--- config.mk ---
export PLATFORM = sky130hd
export DESIGN_NAME = act_fun_arbiter
export DESIGN_NICKNAME = d
export VERILOG_FILES = /design/src/rtl/act_fun_arbiter.sv
export SDC_FILE = /design/constraint.sdc
export NUM_CORES = 1
export LEC_CHECK = 0
export ABC_AREA = 1
export ABC_CLOCK_PERIOD_IN_PS = 5000
export CORE_MARGIN = 4
export CORE_UTILIZATION = 46
export DETAILED_ROUTE_END_ITERATION = 10
export HOLD_SLACK_MARGIN = 0.03
export PLACE_DENSITY = 0.86
export SETUP_SLACK_MARGIN = 0.4
export SLEW_MARGIN = 20
export SYNTH_ARGS = -nofsm -noshare
export SYNTH_HDL_FRONTEND = slang
export SYNTH_SLANG_ARGS = --single-unit
--- constraint.sdc ---
create_clock -name i_clk -period 5 [get_ports i_clk]
set_input_delay 0.5 -clock i_clk [delete_from_list [all_inputs] [get_ports i_clk]]
set_output_delay 0.5 -clock i_clk [all_outputs]
set_load 0.03 [all_outputs]
--- src/rtl/act_fun_arbiter.sv ---
// rtl/act_fun_arbiter.sv - round-robin arbiter sharing one activation unit among NUM_REQ requesters
//
// One operation is in flight at a time so the activation unit's sticky
// overflow flag can be returned to the requester that caused it.
//
// Optional feature macro: ACT_FUN_ARB_TIMEOUT_EN
//   defined   : watchdog in WAIT, forced response (value 0, overflow 1) after TIMEOUT_CYCLES
//   undefined : WAIT holds until the activation unit answers
//
// Ports:
//   i_clk, i_rst_n      clock, asynchronous active-low reset
//   i_req_valid         per-requester request, held until its o_req_ready bit pulses
//   i_req_value         packed operands, requester i at [i*WIDTH +: WIDTH]
//   o_req_ready         one-hot acceptance pulse
//   o_rsp_value         shared result bus, holds until the next response
//   o_rsp_valid         one-hot result pulse
//   o_rsp_overflow      overflow of the returned result, qualified by |o_rsp_valid
//   o_af_value_out      operand to the activation unit
//   o_af_valid_out      operand strobe to the activation unit
//   i_af_value_in       result from the activation unit
//   i_af_valid_in       result strobe from the activation unit
//   i_af_overflow_in    sticky overflow from the activation unit
//   o_busy              high whenever the arbiter is not idle
//   o_grant_idx         index of the current or last granted requester

module act_fun_arbiter #(
    parameter int WIDTH          = 16,
    parameter int NUM_REQ        = 4,
    parameter int TIMEOUT_CYCLES = 32
) (
    input  logic                       i_clk,
    input  logic                       i_rst_n,
    input  logic [NUM_REQ-1:0]         i_req_valid,
    input  logic [NUM_REQ*WIDTH-1:0]   i_req_value,
    output logic [NUM_REQ-1:0]         o_req_ready,
    output logic [WIDTH-1:0]           o_rsp_value,
    output logic [NUM_REQ-1:0]         o_rsp_valid,
    output logic                       o_rsp_overflow,
    output logic [WIDTH-1:0]           o_af_value_out,
    output logic                       o_af_valid_out,
    input  logic [WIDTH-1:0]           i_af_value_in,
    input  logic                       i_af_valid_in,
    input  logic                       i_af_overflow_in,
    output logic                       o_busy,
    output logic [$clog2(NUM_REQ)-1:0] o_grant_idx
);

    localparam int IDX_W = $clog2(NUM_REQ);

    typedef enum logic [1:0] {
        ST_IDLE   = 2'd0,
        ST_WAIT   = 2'd1,
        ST_SETTLE = 2'd2
    } state_t;

    state_t                r_state;
    state_t                w_state_nxt;

    logic [IDX_W-1:0]      r_ptr;
    logic [IDX_W-1:0]      r_grant_idx;
    logic [NUM_REQ-1:0]    r_req_ready;
    logic                  r_af_valid_out;
    logic [WIDTH-1:0]      r_af_value_out;
    logic [WIDTH-1:0]      r_result;
    logic [NUM_REQ-1:0]    r_rsp_valid;
    logic [WIDTH-1:0]      r_rsp_value;
    logic                  r_rsp_overflow;

    logic                  w_found;
    logic [IDX_W-1:0]      w_cand;
    logic [IDX_W-1:0]      w_gnt;
    logic [WIDTH-1:0]      w_gnt_value;
    logic [NUM_REQ-1:0]    w_gnt_onehot;
    logic [NUM_REQ-1:0]    w_rsp_onehot;
    logic                  w_grant;
    logic                  w_capture;
    logic                  w_respond;
    logic                  w_timeout;

    // Round-robin scan: start one past the last winner and wrap, so the
    // most recently served requester has the lowest priority.
    always_comb begin
        w_found = 1'b0;
        w_cand  = '0;
        w_gnt   = r_ptr;
        for (int k = 1; k <= NUM_REQ; k++) begin
            w_cand = IDX_W'((int'(r_ptr) + k) % NUM_REQ);
            if (!w_found && i_req_valid[w_cand]) begin
                w_found = 1'b1;
                w_gnt   = w_cand;
            end
        end
    end

    always_comb begin
        w_gnt_value  = '0;
        w_gnt_onehot = '0;
        w_rsp_onehot = '0;
        for (int i = 0; i < NUM_REQ; i++) begin
            if (w_gnt == IDX_W'(i)) begin
                w_gnt_value     = i_req_value[i*WIDTH +: WIDTH];
                w_gnt_onehot[i] = 1'b1;
            end
            if (r_grant_idx == IDX_W'(i)) begin
                w_rsp_onehot[i] = 1'b1;
            end
        end
    end

`ifdef ACT_FUN_ARB_TIMEOUT_EN
    localparam int CNT_W = $clog2(TIMEOUT_CYCLES + 1);

    // Counts completed WAIT cycles; zero in the first WAIT cycle.
    logic [CNT_W-1:0] r_wait_cnt;

    always_ff @(posedge i_clk or negedge i_rst_n) begin
        if (!i_rst_n) begin
            r_wait_cnt <= '0;
        end else if (w_grant) begin
            r_wait_cnt <= '0;
        end else if (r_state == ST_WAIT) begin
            r_wait_cnt <= r_wait_cnt + 1'b1;
        end
    end
`endif

    always_ff @(posedge i_clk or negedge i_rst_n) begin
        if (!i_rst_n) begin
            r_state <= ST_IDLE;
        end else begin
            r_state <= w_state_nxt;
        end
    end

    always_comb begin
        w_state_nxt = r_state;
        w_grant     = 1'b0;
        w_capture   = 1'b0;
        w_respond   = 1'b0;
        w_timeout   = 1'b0;
        case (r_state)
            ST_IDLE: begin
                if (w_found) begin
                    w_grant     = 1'b1;
                    w_state_nxt = ST_WAIT;
                end
            end
            ST_WAIT: begin
                // A real result in the limit cycle takes the normal path.
                if (i_af_valid_in) begin
                    w_capture   = 1'b1;
                    w_state_nxt = ST_SETTLE;
                end
`ifdef ACT_FUN_ARB_TIMEOUT_EN
                else if (r_wait_cnt == CNT_W'(TIMEOUT_CYCLES - 1)) begin
                    w_timeout   = 1'b1;
                    w_state_nxt = ST_IDLE;
                end
`endif
            end
            ST_SETTLE: begin
                // The activation unit's overflow register updates on the same
                // edge as its valid strobe, so it is only trustworthy here.
                w_respond   = 1'b1;
                w_state_nxt = ST_IDLE;
            end
            default: begin
                w_state_nxt = ST_IDLE;
            end
        endcase
    end

    always_ff @(posedge i_clk or negedge i_rst_n) begin
        if (!i_rst_n) begin
            r_ptr          <= IDX_W'(NUM_REQ - 1);
            r_grant_idx    <= '0;
            r_req_ready    <= '0;
            r_af_valid_out <= 1'b0;
            r_af_value_out <= '0;
            r_result       <= '0;
            r_rsp_valid    <= '0;
            r_rsp_value    <= '0;
            r_rsp_overflow <= 1'b0;
        end else begin
            r_req_ready    <= '0;
            r_af_valid_out <= 1'b0;
            r_rsp_valid    <= '0;
            if (w_grant) begin
                r_req_ready    <= w_gnt_onehot;
                r_af_valid_out <= 1'b1;
                r_af_value_out <= w_gnt_value;
                r_grant_idx    <= w_gnt;
                r_ptr          <= w_gnt;
            end
            if (w_capture) begin
                r_result <= i_af_value_in;
            end
            if (w_respond) begin
                r_rsp_valid    <= w_rsp_onehot;
                r_rsp_value    <= r_result;
                r_rsp_overflow <= i_af_overflow_in;
            end
            if (w_timeout) begin
                r_rsp_valid    <= w_rsp_onehot;
                r_rsp_value    <= '0;
                r_rsp_overflow <= 1'b1;
            end
        end
    end

    assign o_req_ready    = r_req_ready;
    assign o_af_valid_out = r_af_valid_out;
    assign o_af_value_out = r_af_value_out;
    assign o_rsp_valid    = r_rsp_valid;
    assign o_rsp_value    = r_rsp_value;
    assign o_rsp_overflow = r_rsp_overflow;
    assign o_grant_idx    = r_grant_idx;
    assign o_busy         = (r_state != ST_IDLE);

endmodule

==> run_1/m1.png <==
Supply wires on this layer in grey.
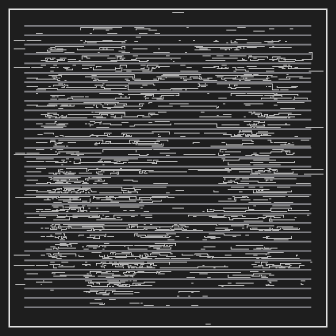
nets with wire on the layer: 559
share of all routed wire: 44%
wire length on this layer: 3720 um
longest straight run: 29.0 um

==> run_1/m2.png <==
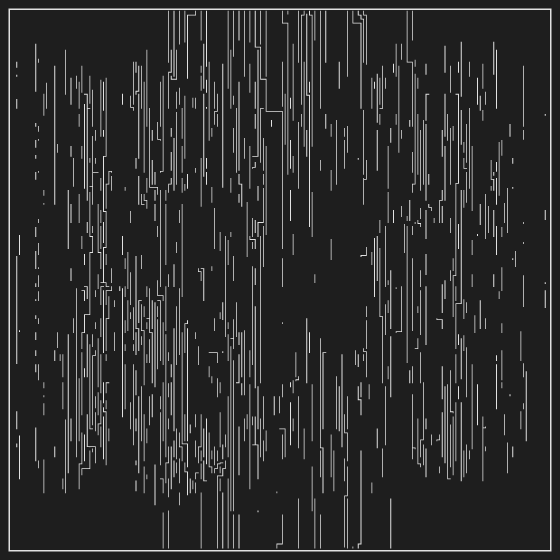
main direction: vertical
share of all routed wire: 46%
wire length on this layer: 3870 um
nets with wire on the layer: 499
longest straight run: 28.6 um

==> reports/qor.csv, run 1 <==
stage,metric,value,unit
power,Psw,1.781,mW
critical_path,Slowest cell on crit path,dfstp_2,
finish,Biggest Area Class,registers,
floorplan,DIE HEIGHT,91.66,um
critical_path,reg2reg start,r_ptr[0]$_DFFE_PN1N_,
cts,TritonCTS clock tree,yes,
critical_path,Critical Path Stages,13,
final_timing,endpoints failing hold,0,
power,Pint,1.834,mW
final_timing,WHS,326.8,ps
yosys,Post-synth mux share,0.3498,%
cts,CTS Buffer Depth,2,
route,1st-iter DRT viols,142,
route,wl on met1,3719,um
route,Final ANT Viol Nets,0,
cts,H-tree depth,3,
cts,Clk Tree Root Cell,clkbuf_8,
global_route,vias in the first global route,2974,
finish,bufs w/o clock,133,
finish,number of logic gates,286,
floorplan,Ports,133,
yosys,asr flop ratio synth,100.0,%
finish,CLK BUF,13,
finish,Top Layout Cells,"nand2_1, clkdlybuf4s50_1, dfrtp_1",
placed_design,placed wire-length estimate,6346,um
global_route,first-pass GRT wire length,13870,um
outcome,outcome,"finished, final reports clean",
critical_path,crit-path leading delay family,simple AND/OR/NAND/NOR gates,
finish,NonClk Buf Share,27.67,%
final_timing,max frequency,357.4,MHz
yosys,register share after synthesis,49.83,%
finish,non-filler cells in the finished layout,644,
yosys,Main area contributors,"dfrtp_1, nand2_1, o21ai_0",
finish,Flops,64,
placed_design,Placement Setup Slack,1948,ps
global_route,initial antenna violation count,0,
yosys,yosys-reported design area after synthesis,3219,um2
finish,nets,631,
finish,dominant logic cell type in the layout,nand2_1,
placed_design,# placed instances,628,
power,Max power group,combinational logic,
==> run_1/m3.png <==
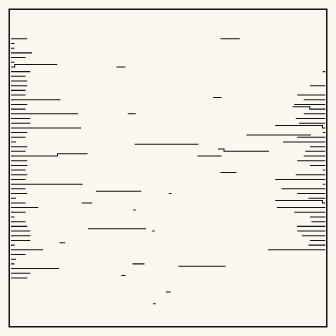
longest straight run: 20.5 um
main direction: horizontal
nets with wire on the layer: 98
share of all routed wire: 8.1%
drt total wl: 8447 um
Vias: 3124

==> run_1/m4.png <==
Bar = 20 um. Supply wires on this layer in grey.
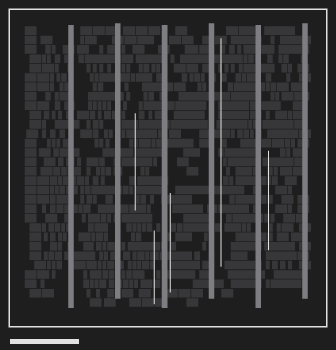
wire length on this layer: 172 um
share of all routed wire: 2.0%
nets with wire on the layer: 4
main direction: vertical
longest straight run: 66.0 um

==> run_1/clock_nets.png <==
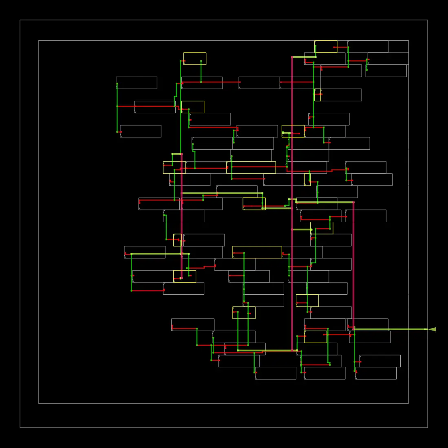

## Run 2: what changed since run 1
ABC_CLOCK_PERIOD_IN_PS = 2900   (was 5000)
CORE_UTILIZATION = 43   (was 46)
PLACE_DENSITY = 0.81   (was 0.86)
clock period = 2.9 ns   (was 5 ns; I/O delays follow)
==> run_2/clock_nets.png <==
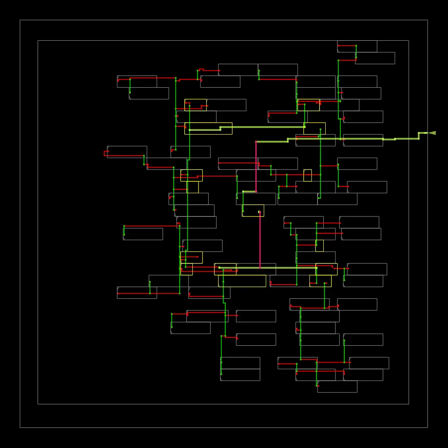
clk sinks: 64
clock-net power: 0.800 mW
Flops: 64
Latency at later pin: 320 ps

==> run 2 against run 1 <==
  * Sequential power increased by 72%
  * Via count increased by 0.42%
  * Largest power group unchanged
  * Utilization decreased by 3.7 points
  * Fmax increased by 22%
  * First-iteration DRC count decreased by 24%
  * Synthesized cell count unchanged
  * Area after synthesis unchanged
  * Non-clock buffer count increased by 7
  * Sequential share of layout area decreased by 0.39 points
  * Cell count increased by 1.4%
  * Wire length increased by 2.3%
==> reports/qor.csv, run 2 <==
stage,metric,value,unit,change
outcome,outcome,"finished, final reports clean",,
finish,Top Layout Cells,"nand2_1, clkdlybuf4s50_1, dfrtp_1",,
finish,CLK BUF,9,,-4
power,Seq group,1.51,mW,
cts,H-tree depth,3,,unchanged
final_timing,max frequency,435.1,MHz,+22%
route,drt total wl,8643,um,+2.3%
global_route,initial antenna violation count,0,,unchanged
power,Psw,3.115,mW,+75%
global_route,first-pass GRT wire length,14260,um,+2.8%
finish,nets,638,,+1.1%
finish,number of logic gates,286,,unchanged
critical_path,Critical Path Stages,13,,unchanged
placed_design,Placement Setup Slack,448.0,ps,-1500 ps
final_timing,WHS,438.6,ps,+111.8 ps
route,Vias,3137,,+0.42%
power,Pint,3.250,mW,+77%
finish,Layout clock area frac,4.316,%,
critical_path,reg2reg start,r_ptr[0]$_DFFE_PN1N_,,
placed_design,placed wire-length estimate,6695,um,+5.5%
cts,TritonCTS clock tree,yes,,
global_route,vias in the first global route,3091,,+3.9%
floorplan,DIE HEIGHT,94.53,um,+3.1%
cts,Clk Tree Root Cell,clkbuf_8,,
critical_path,crit-path leading delay family,simple AND/OR/NAND/NOR gates,,
final_timing,endpoints failing hold,0,,unchanged
cts,CTS Buffer Depth,2,,unchanged
yosys,asr flop ratio synth,100.0,%,unchanged
critical_path,Slowest cell on crit path,dfstp_2,,
finish,NonClk Buf Share,28.74,%,+1.1 points
route,1st-iter DRT viols,108,,-24%
route,wl on met1,3847,um,+3.4%
power,Max power group,combinational logic,,
yosys,Post-synth mux share,0.3498,%,unchanged
placed_design,# placed instances,636,,+1.3%
finish,Biggest Area Class,registers,,
finish,dominant logic cell type in the layout,nand2_1,,
finish,non-filler cells in the finished layout,653,,+1.4%
==> run_2/m2.png <==
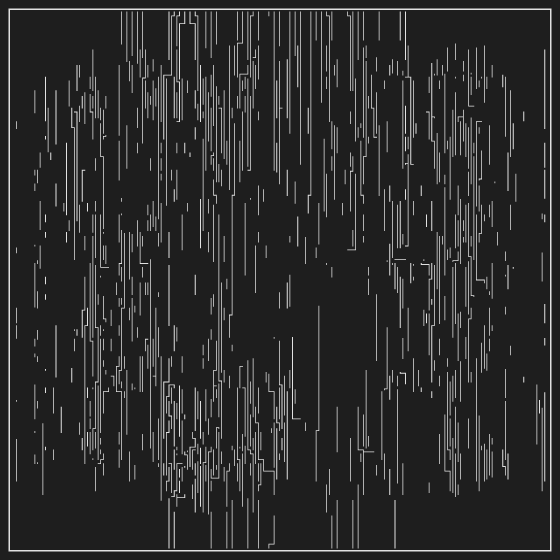

## Run 3: what changed since run 2
ABC_CLOCK_PERIOD_IN_PS = 2100   (was 2900)
CORE_UTILIZATION = 39   (was 43)
PLACE_DENSITY = 0.78   (was 0.81)
clock period = 2.1 ns   (was 2.9 ns; I/O delays follow)
==> run_3/m2.png <==
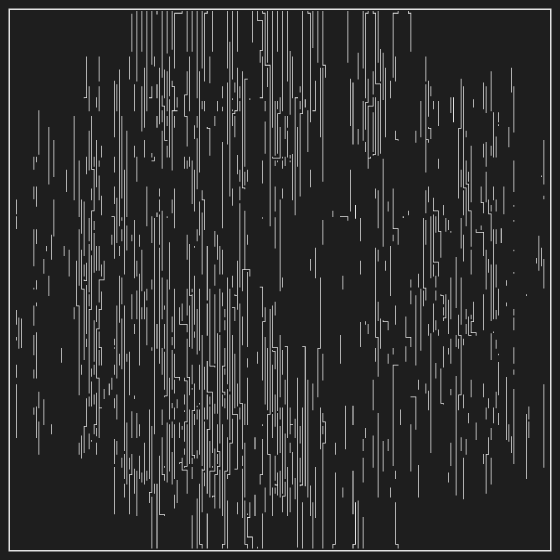
share of all routed wire: 49%
main direction: vertical
wire length on this layer: 4700 um
nets with wire on the layer: 540
longest straight run: 39.4 um

==> run 3 against run 2 <==
  * Area after synthesis unchanged
  * Sequential power up 36%
  * Global-route usage fell by 0.99 points
  * Clock power grew about 30%
  * Combinational power is 97% higher
  * Cell count is 4.4% higher
  * Flip-flop count unchanged
  * The run now ends with negative setup slack left
  * Critical endpoint unchanged
  * Synthesized cell count did not move
==> reports/qor.csv, run 3 <==
stage,metric,value,unit,change
outcome,outcome,finished with violations,,
outcome,failing checks,negative setup slack,,
finish,Layout clock area frac,3.631,%,-0.69 points
power,Psw,5.319,mW,+71%
critical_path,reg2reg start,r_ptr[0]$_DFFE_PN1N_,,
finish,CLK BUF,11,,+2
cts,CTS Buffer Depth,2,,unchanged
cts,Clk Tree Root Cell,clkbuf_8,,
route,Vias,3323,,+5.9%
critical_path,Slowest cell on crit path,dfstp_2,,
finish,Top Layout Cells,"clkdlybuf4s50_1, nand2_1, dfrtp_1",,
finish,number of logic gates,287,,+0.35%
finish,Biggest Area Class,non-clock buffers,,
final_timing,max frequency,470.3,MHz,+8.1%
final_timing,endpoints failing setup,10,,
floorplan,DIE HEIGHT,98.86,um,+4.6%
finish,non-filler cells in the finished layout,682,,+4.4%
finish,dominant logic cell type in the layout,clkdlybuf4s50_1,,
final_timing,final worst slack,-26.25,ps,
critical_path,Critical Path Stages,15,,+2
route,wl on met1,4176,um,+8.6%
yosys,asr flop ratio synth,100.0,%,unchanged
finish,NonClk Buf Share,31.27,%,+2.5 points
power,clock-net power,1.04,mW,+30%
power,Seq group,2.06,mW,+36%
Power figures rest on the tool's default switching activity, not on a simulated workload.
